**config.mk**
```make
export PLATFORM = sky130hd
export DESIGN_NAME = debug_controller
export DESIGN_NICKNAME = d
export VERILOG_FILES = /design/src/rtl/debug_controller.sv
export SDC_FILE = /design/constraint.sdc
export NUM_CORES = 1
export LEC_CHECK = 0
export CORE_MARGIN = 2
export CORE_UTILIZATION = 50
export CTS_CLUSTER_DIAMETER = 100
export DETAILED_ROUTE_END_ITERATION = 8
export GPL_ROUTABILITY_DRIVEN = 0
export PLACE_DENSITY = 0.78
export SYNTH_ARGS = -nofsm -noshare
export SYNTH_HDL_FRONTEND = slang
export SYNTH_SLANG_ARGS = --single-unit
```
**constraint.sdc**
```tcl
create_clock -name clk_i -period 5.84 [get_ports clk_i]
set_clock_uncertainty 0.2 [all_clocks]
set_input_delay 1.168 -clock clk_i [delete_from_list [all_inputs] [get_ports clk_i]]
set_output_delay 1.168 -clock clk_i [all_outputs]
set_load 0.01 [all_outputs]
```
**src/rtl/debug_controller.sv**
```systemverilog
// Debug session sequencer: gates the core in step or continuous mode while the
// arbiter holds the debug grant, and hands each step/final dump to the dumper.
module debug_controller #(
  parameter logic [7:0]  CMD_STEP        = 8'h57,
  parameter logic [7:0]  CMD_ABORT       = 8'hAB,
  parameter logic [31:0] WATCHDOG_CYCLES = 32'd1048576
) (
  input  logic        clk_i,
  input  logic        rst_ni,
  input  logic        grant_i,
  input  logic        exec_mode_i,
  input  logic [7:0]  uart_rx_data_i,
  input  logic        uart_rx_ready_i,
  input  logic        core_halted_i,
  output logic        core_run_o,
  output logic        dump_start_o,
  output logic        dump_final_o,
  input  logic        dump_done_i,
  output logic        done_o,
  output logic        timeout_o,
  output logic [31:0] cycle_count_o
);

  typedef enum logic [2:0] {
    S_IDLE, S_RUN, S_STEP_WAIT, S_STEP_EXEC, S_DUMP_TRIG, S_DUMP_WAIT, S_DONE
  } state_t;

  state_t      r_state;
  state_t      w_nextState;
  logic        r_mode;
  logic        r_haltSeen;
  logic        r_final;
  logic        r_timeout;
  logic [31:0] r_cycleCount;
  logic        w_run;
  logic        w_grantLost;
  logic        w_wdHit;
  logic        w_rxStep;
  logic        w_rxAbort;
  logic        w_cntSat;

  assign w_grantLost = (r_state != S_IDLE) && !grant_i;
  assign w_wdHit     = (r_cycleCount == (WATCHDOG_CYCLES - 32'd1));
  assign w_rxStep    = uart_rx_ready_i && (uart_rx_data_i == CMD_STEP);
  assign w_rxAbort   = uart_rx_ready_i && (uart_rx_data_i == CMD_ABORT);
  assign w_cntSat    = (r_cycleCount == 32'hFFFF_FFFF);

  always_ff @(posedge clk_i or negedge rst_ni) begin
    if (!rst_ni) r_state <= S_IDLE;
    else         r_state <= w_nextState;
  end

  always_comb begin
    w_nextState = r_state;
    if (w_grantLost) begin
      w_nextState = S_IDLE;
    end else begin
      case (r_state)
        S_IDLE:      if (grant_i) w_nextState = exec_mode_i ? S_RUN : S_STEP_WAIT;
        S_RUN:       if (core_halted_i || w_wdHit) w_nextState = S_DUMP_TRIG;
        S_STEP_WAIT: begin
          if (w_rxStep)       w_nextState = S_STEP_EXEC;
          else if (w_rxAbort) w_nextState = S_DUMP_TRIG;
        end
        S_STEP_EXEC: w_nextState = S_DUMP_TRIG;
        S_DUMP_TRIG: w_nextState = S_DUMP_WAIT;
        S_DUMP_WAIT: begin
          if (dump_done_i)
            w_nextState = (r_final || r_haltSeen || r_mode) ? S_DONE : S_STEP_WAIT;
        end
        S_DONE:      w_nextState = S_DONE;
        default:     w_nextState = S_IDLE;
      endcase
    end
  end

  // Run enable is combinational so a retiring halt stops the core in the same cycle.
  always_comb begin
    w_run        = 1'b0;
    dump_start_o = 1'b0;
    dump_final_o = 1'b0;
    done_o       = 1'b0;
    case (r_state)
      S_RUN:       w_run = grant_i && !core_halted_i;
      S_STEP_EXEC: w_run = grant_i;
      S_DUMP_TRIG: begin
        dump_start_o = grant_i;
        dump_final_o = r_final;
      end
      S_DUMP_WAIT: dump_final_o = r_final;
      S_DONE:      done_o = 1'b1;
      default:     ;
    endcase
  end

  assign core_run_o    = w_run;
  assign timeout_o     = r_timeout;
  assign cycle_count_o = r_cycleCount;

  always_ff @(posedge clk_i or negedge rst_ni) begin
    if (!rst_ni) begin
      r_mode       <= 1'b0;
      r_haltSeen   <= 1'b0;
      r_final      <= 1'b0;
      r_timeout    <= 1'b0;
      r_cycleCount <= 32'd0;
    end else if (w_grantLost) begin
      r_haltSeen   <= 1'b0;
      r_final      <= 1'b0;
      r_timeout    <= 1'b0;
      r_cycleCount <= 32'd0;
    end else begin
      case (r_state)
        S_IDLE: begin
          if (grant_i) begin
            r_mode       <= exec_mode_i;
            r_haltSeen   <= 1'b0;
            r_final      <= 1'b0;
            r_timeout    <= 1'b0;
            r_cycleCount <= 32'd0;
          end
        end
        S_RUN: begin
          if (w_run && !w_cntSat) r_cycleCount <= r_cycleCount + 32'd1;
          if (core_halted_i) begin
            r_haltSeen <= 1'b1;
            r_final    <= 1'b1;
          end else if (w_wdHit) begin
            r_timeout <= 1'b1;
            r_final   <= 1'b1;
          end
        end
        S_STEP_WAIT: begin
          if (w_rxAbort && !w_rxStep) r_final <= 1'b1;
        end
        S_STEP_EXEC: begin
          if (w_run && !w_cntSat) r_cycleCount <= r_cycleCount + 32'd1;
          if (core_halted_i) begin
            r_haltSeen <= 1'b1;
            r_final    <= 1'b1;
          end
        end
        default: ;
      endcase
    end
  end

endmodule

```
### Signal wires by layer, run 1

(4 px per um) Only two layers are drawn.
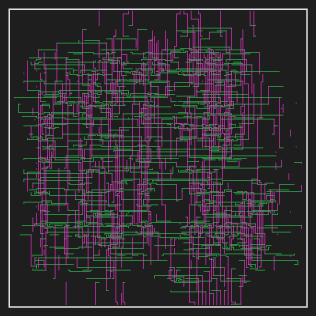
Key: met2 = magenta [wire length 2900 um]; met1 = green [wire length 2950 um]

### Metal 2, run 1

(4 px per um) Cells faint in the background.
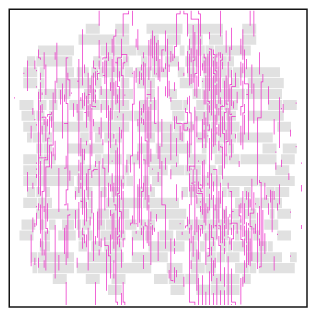
The layer carries 2900 um of wire. The layer holds 46% of the routed length. The wires run mostly vertical. 286 nets have wire on it.

==> run_summary.xml, run 1 <==
<?xml version="1.0" encoding="UTF-8"?>
<metrics>
  <group name="cells_and_area">
    <metric name="design.final.nets" unit="">348</metric>
    <metric name="final.fill_count" unit="">400</metric>
    <metric name="area.growth.synth_to_final" unit="%">25.3</metric>
    <metric name="fraction_of_area_in_clock_buffers_and_inverters" unit="">0.0382</metric>
    <metric name="non_filler_instance_count_after_layout" unit="">400</metric>
    <metric name="layout_top_cell_excl_fill_tap" unit="">sky130_fd_sc_hd__clkdlybuf4s50_1</metric>
    <metric name="antenna_cells_inserted" unit="">0</metric>
    <metric name="final_design_area_no_fill" unit="um^2">3080</metric>
    <metric name="final_core_util" unit="">0.651</metric>
    <metric name="layout-drive-gt1-share" unit="">0.0631</metric>
  </group>
  <group name="global_route">
    <metric name="top_usage_layer" unit="">met2</metric>
    <metric name="groute.layer.met1.usage" unit="">0.350</metric>
    <metric name="grt_use_met3" unit="">0.0339</metric>
    <metric name="grt_antenna_before_repair" unit="">0</metric>
    <metric name="first_pass_grt_wire_length" unit="mm">10.4</metric>
    <metric name="grt_use_met2" unit="">0.387</metric>
  </group>
  <group name="critical_path">
    <metric name="cp_max_fo" unit="">12</metric>
    <metric name="worstReg2RegStart" unit="">cycle_count_o[0]$_DFFE_PN0P_</metric>
    <metric name="worst_path_largest_cell_delay" unit="ps">710</metric>
    <metric name="reg2reg_depth" unit="">7</metric>
    <metric name="timing.critical_path.to_type" unit="">primary output</metric>
    <metric name="critical_path.top_delay_family" unit="">buffers and inverters</metric>
    <metric name="timing.rr.end" unit="">cycle_count_o[31]$_DFFE_PN0P_</metric>
    <metric name="startpoint_type" unit="">primary input</metric>
  </group>
  <group name="route">
    <metric name="drt_pass1_iterations" unit="">5</metric>
    <metric name="post-route-drc-count" unit="">0</metric>
  </group>
  <group name="cts">
    <metric name="cts_setup_buffers" unit="">0</metric>
    <metric name="tritoncts.num_buffers" unit="">5</metric>
    <metric name="htree_num_levels" unit="">2</metric>
    <metric name="cts_tree" unit="">yes</metric>
  </group>
  <group name="power_and_ir_drop">
    <metric name="net-switching-power" unit="mW">0.329</metric>
    <metric name="worst_ir_drop_vdd" unit="V">0.000172</metric>
    <metric name="p_comb" unit="mW">0.275</metric>
    <metric name="clock_power" unit="mW">0.237</metric>
  </group>
  <group name="job">
    <metric name="maxCapViolations" unit="">0</metric>
  </group>
  <group name="floorplanning">
    <metric name="die_w" unit="um">74.1</metric>
    <metric name="initial_core_util" unit="">0.519</metric>
    <metric name="row_count" unit="">25</metric>
  </group>
  <group name="min_path">
    <metric name="min_from" unit="">r_mode$_DFFE_PN0P_</metric>
    <metric name="worst_hold_path.endpoint" unit="">r_mode$_DFFE_PN0P_</metric>
  </group>
  <group name="synthesis">
    <metric name="ys_cells" unit="">291</metric>
    <metric name="distinct_lib_cells" unit="">51</metric>
    <metric name="synth-adder-area-share" unit="">0.00510</metric>
    <metric name="register_bit_count_reported_by_yosys" unit="">39</metric>
  </group>
  <group name="status">
    <metric name="run_status" unit="">finished clean</metric>
  </group>
  <group name="sta">
    <metric name="timing_worst_slew_pin_value" unit="ps">879</metric>
    <metric name="finalMaxSlewViolations" unit="">0</metric>
  </group>
</metrics>
### Close-up of the layout, run 1

Window x 17 to 57, y 17 to 57 um. Cells in grey, sequential cells in the stronger grey; small squares are vias.
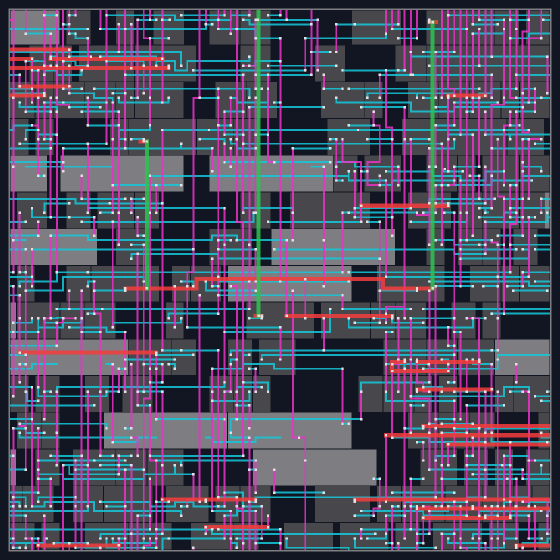
Key: met2 = magenta; met4 = green; met3 = red; met1 = cyan
150 logic cells have their middle in the window. Sequential cells in the window: 9. Netlist names of flops here include `cycle_count_o` (8), `r_mode` (1). Most frequent: nand2_1 (14), nand3_1 (10).

### Pin placement, run 1

(6 px per um) Pins as bars across the die edge, other pins in grey.
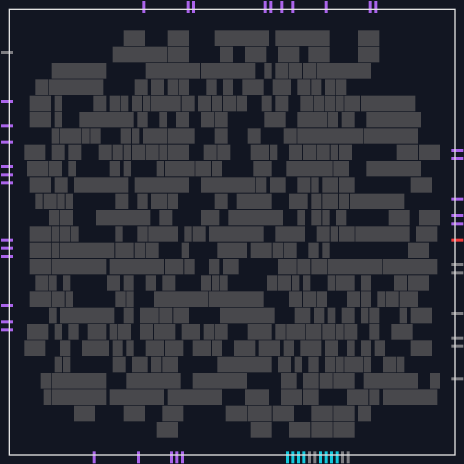

## Run 2: what changed since run 1
Clock period 5.84 ns to 4.8 ns, I/O delays scaled along.
### Pin placement, run 2

(6 px per um) Pins as bars across the die edge, other pins in grey.
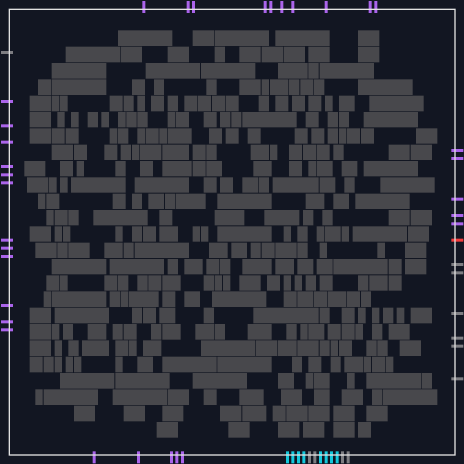
Key: `cycle_count_o` = purple [pins 32, direction output, edge 12 west, 10 north, 5 east, 5 south]; `uart_rx_data_i` = cyan [pins 8, direction input, edge south]; `core_run_o` = red [pins 1, direction output, edge east]
height of the chip: 74.1 um
die extent in x: 74.1 um
number of buffer cells added on primary ports: 51

==> run_summary.xml, run 2 <==
<?xml version="1.0" encoding="UTF-8"?>
<metrics>
  <group name="route">
    <metric name="post_drt_via_cell_ratio" unit="">6.24</metric>
    <metric name="post-route-drc-count" unit="">0</metric>
    <metric name="wl_per_cell" unit="um">16.2</metric>
    <metric name="drt_pass1_iterations" unit="">5</metric>
  </group>
  <group name="power_and_ir_drop">
    <metric name="p_comb" unit="mW">0.339</metric>
    <metric name="net-switching-power" unit="mW">0.400</metric>
    <metric name="clock_power" unit="mW">0.285</metric>
  </group>
  <group name="min_path">
    <metric name="min_from" unit="">cycle_count_o[15]$_DFFE_PN0P_</metric>
    <metric name="worst_hold_path.endpoint" unit="">cycle_count_o[15]$_DFFE_PN0P_</metric>
  </group>
  <group name="cts">
    <metric name="cts_tree" unit="">yes</metric>
    <metric name="path_clk_slew" unit="ps">80</metric>
    <metric name="cts_setup_buffers" unit="">0</metric>
    <metric name="htree_num_levels" unit="">2</metric>
    <metric name="tritoncts.num_buffers" unit="">5</metric>
    <metric name="post_cts.resized_instances" unit="">0</metric>
  </group>
  <group name="critical_path">
    <metric name="timing.rr.end" unit="">cycle_count_o[6]$_DFFE_PN0P_</metric>
    <metric name="timing.critical_path.to_type" unit="">primary output</metric>
    <metric name="worstReg2RegStart" unit="">r_state[1]$_DFFE_PN0P_</metric>
    <metric name="critical_path.top_delay_family" unit="">buffers and inverters</metric>
    <metric name="reg2reg_depth" unit="">6</metric>
    <metric name="startpoint_type" unit="">primary input</metric>
    <metric name="cp_cell_sequence" unit="">clkdlybuf4s50_1 -&gt; nand3b_1 -&gt; buf_4 -&gt; nor2_1 -&gt; clkdlybuf4s50_1</metric>
    <metric name="cp_max_fo" unit="">12</metric>
    <metric name="worst_path_largest_cell_delay" unit="ps">720</metric>
    <metric name="critical_path.n_buffers_inverters" unit="">3</metric>
  </group>
  <group name="cells_and_area">
    <metric name="final.fill_count" unit="">426</metric>
    <metric name="layout-drive-gt1-share" unit="">0.0659</metric>
    <metric name="area.share.combinational" unit="">0.442</metric>
    <metric name="antenna_cells_inserted" unit="">0</metric>
    <metric name="layout_top_cell_excl_fill_tap" unit="">sky130_fd_sc_hd__clkdlybuf4s50_1</metric>
    <metric name="final_core_util" unit="">0.653</metric>
    <metric name="area.growth.synth_to_final" unit="%">25.7</metric>
    <metric name="design.final.nets" unit="">349</metric>
    <metric name="fraction_of_area_in_clock_buffers_and_inverters" unit="">0.0381</metric>
    <metric name="non_filler_instance_count_after_layout" unit="">401</metric>
    <metric name="signal_buffer_area_fraction" unit="">0.169</metric>
    <metric name="final_design_area_no_fill" unit="um^2">3080</metric>
  </group>
  <group name="placed_design">
    <metric name="worst_slack_at_placement" unit="ps">771</metric>
    <metric name="placed_area" unit="um^2">2970</metric>
  </group>
  <group name="synthesis">
    <metric name="synth-adder-area-share" unit="">0.00510</metric>
    <metric name="distinct_lib_cells" unit="">51</metric>
    <metric name="register_bit_count_reported_by_yosys" unit="">39</metric>
    <metric name="ys_sh_xor" unit="">0</metric>
    <metric name="synth_simple_gate_area_share" unit="">0.311</metric>
    <metric name="ys_cells" unit="">291</metric>
  </group>
  <group name="status">
    <metric name="run_status" unit="">finished clean</metric>
  </group>
  <group name="global_route">
    <metric name="top_usage_layer" unit="">met2</metric>
    <metric name="groute.layer.met1.usage" unit="">0.350</metric>
    <metric name="grt_antenna_before_repair" unit="">0</metric>
    <metric name="first_pass_grt_wire_length" unit="mm">10.5</metric>
    <metric name="grt_use_met2" unit="">0.393</metric>
    <metric name="grt_use_met3" unit="">0.0474</metric>
  </group>
  <group name="floorplanning">
    <metric name="initial_core_util" unit="">0.519</metric>
    <metric name="row_count" unit="">25</metric>
    <metric name="die-area" unit="um^2">5480</metric>
    <metric name="tapCellCount" unit="">67</metric>
  </group>
  <group name="sta">
    <metric name="timing_worst_slew_pin_value" unit="ps">908</metric>
    <metric name="finalMaxSlewViolations" unit="">0</metric>
  </group>
  <group name="job">
    <metric name="maxCapViolations" unit="">0</metric>
  </group>
</metrics>
### Signal wires by layer, run 2

(4 px per um) Only two layers are drawn.
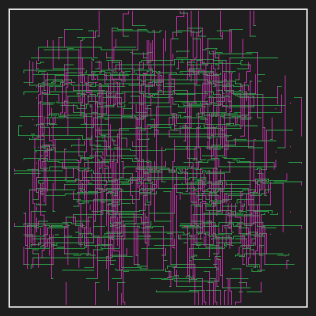
Key: met2 = magenta [wire length 3080 um]; met1 = green [wire length 2880 um]

No activity file was given, so power comes from the tool's default toggle rates.
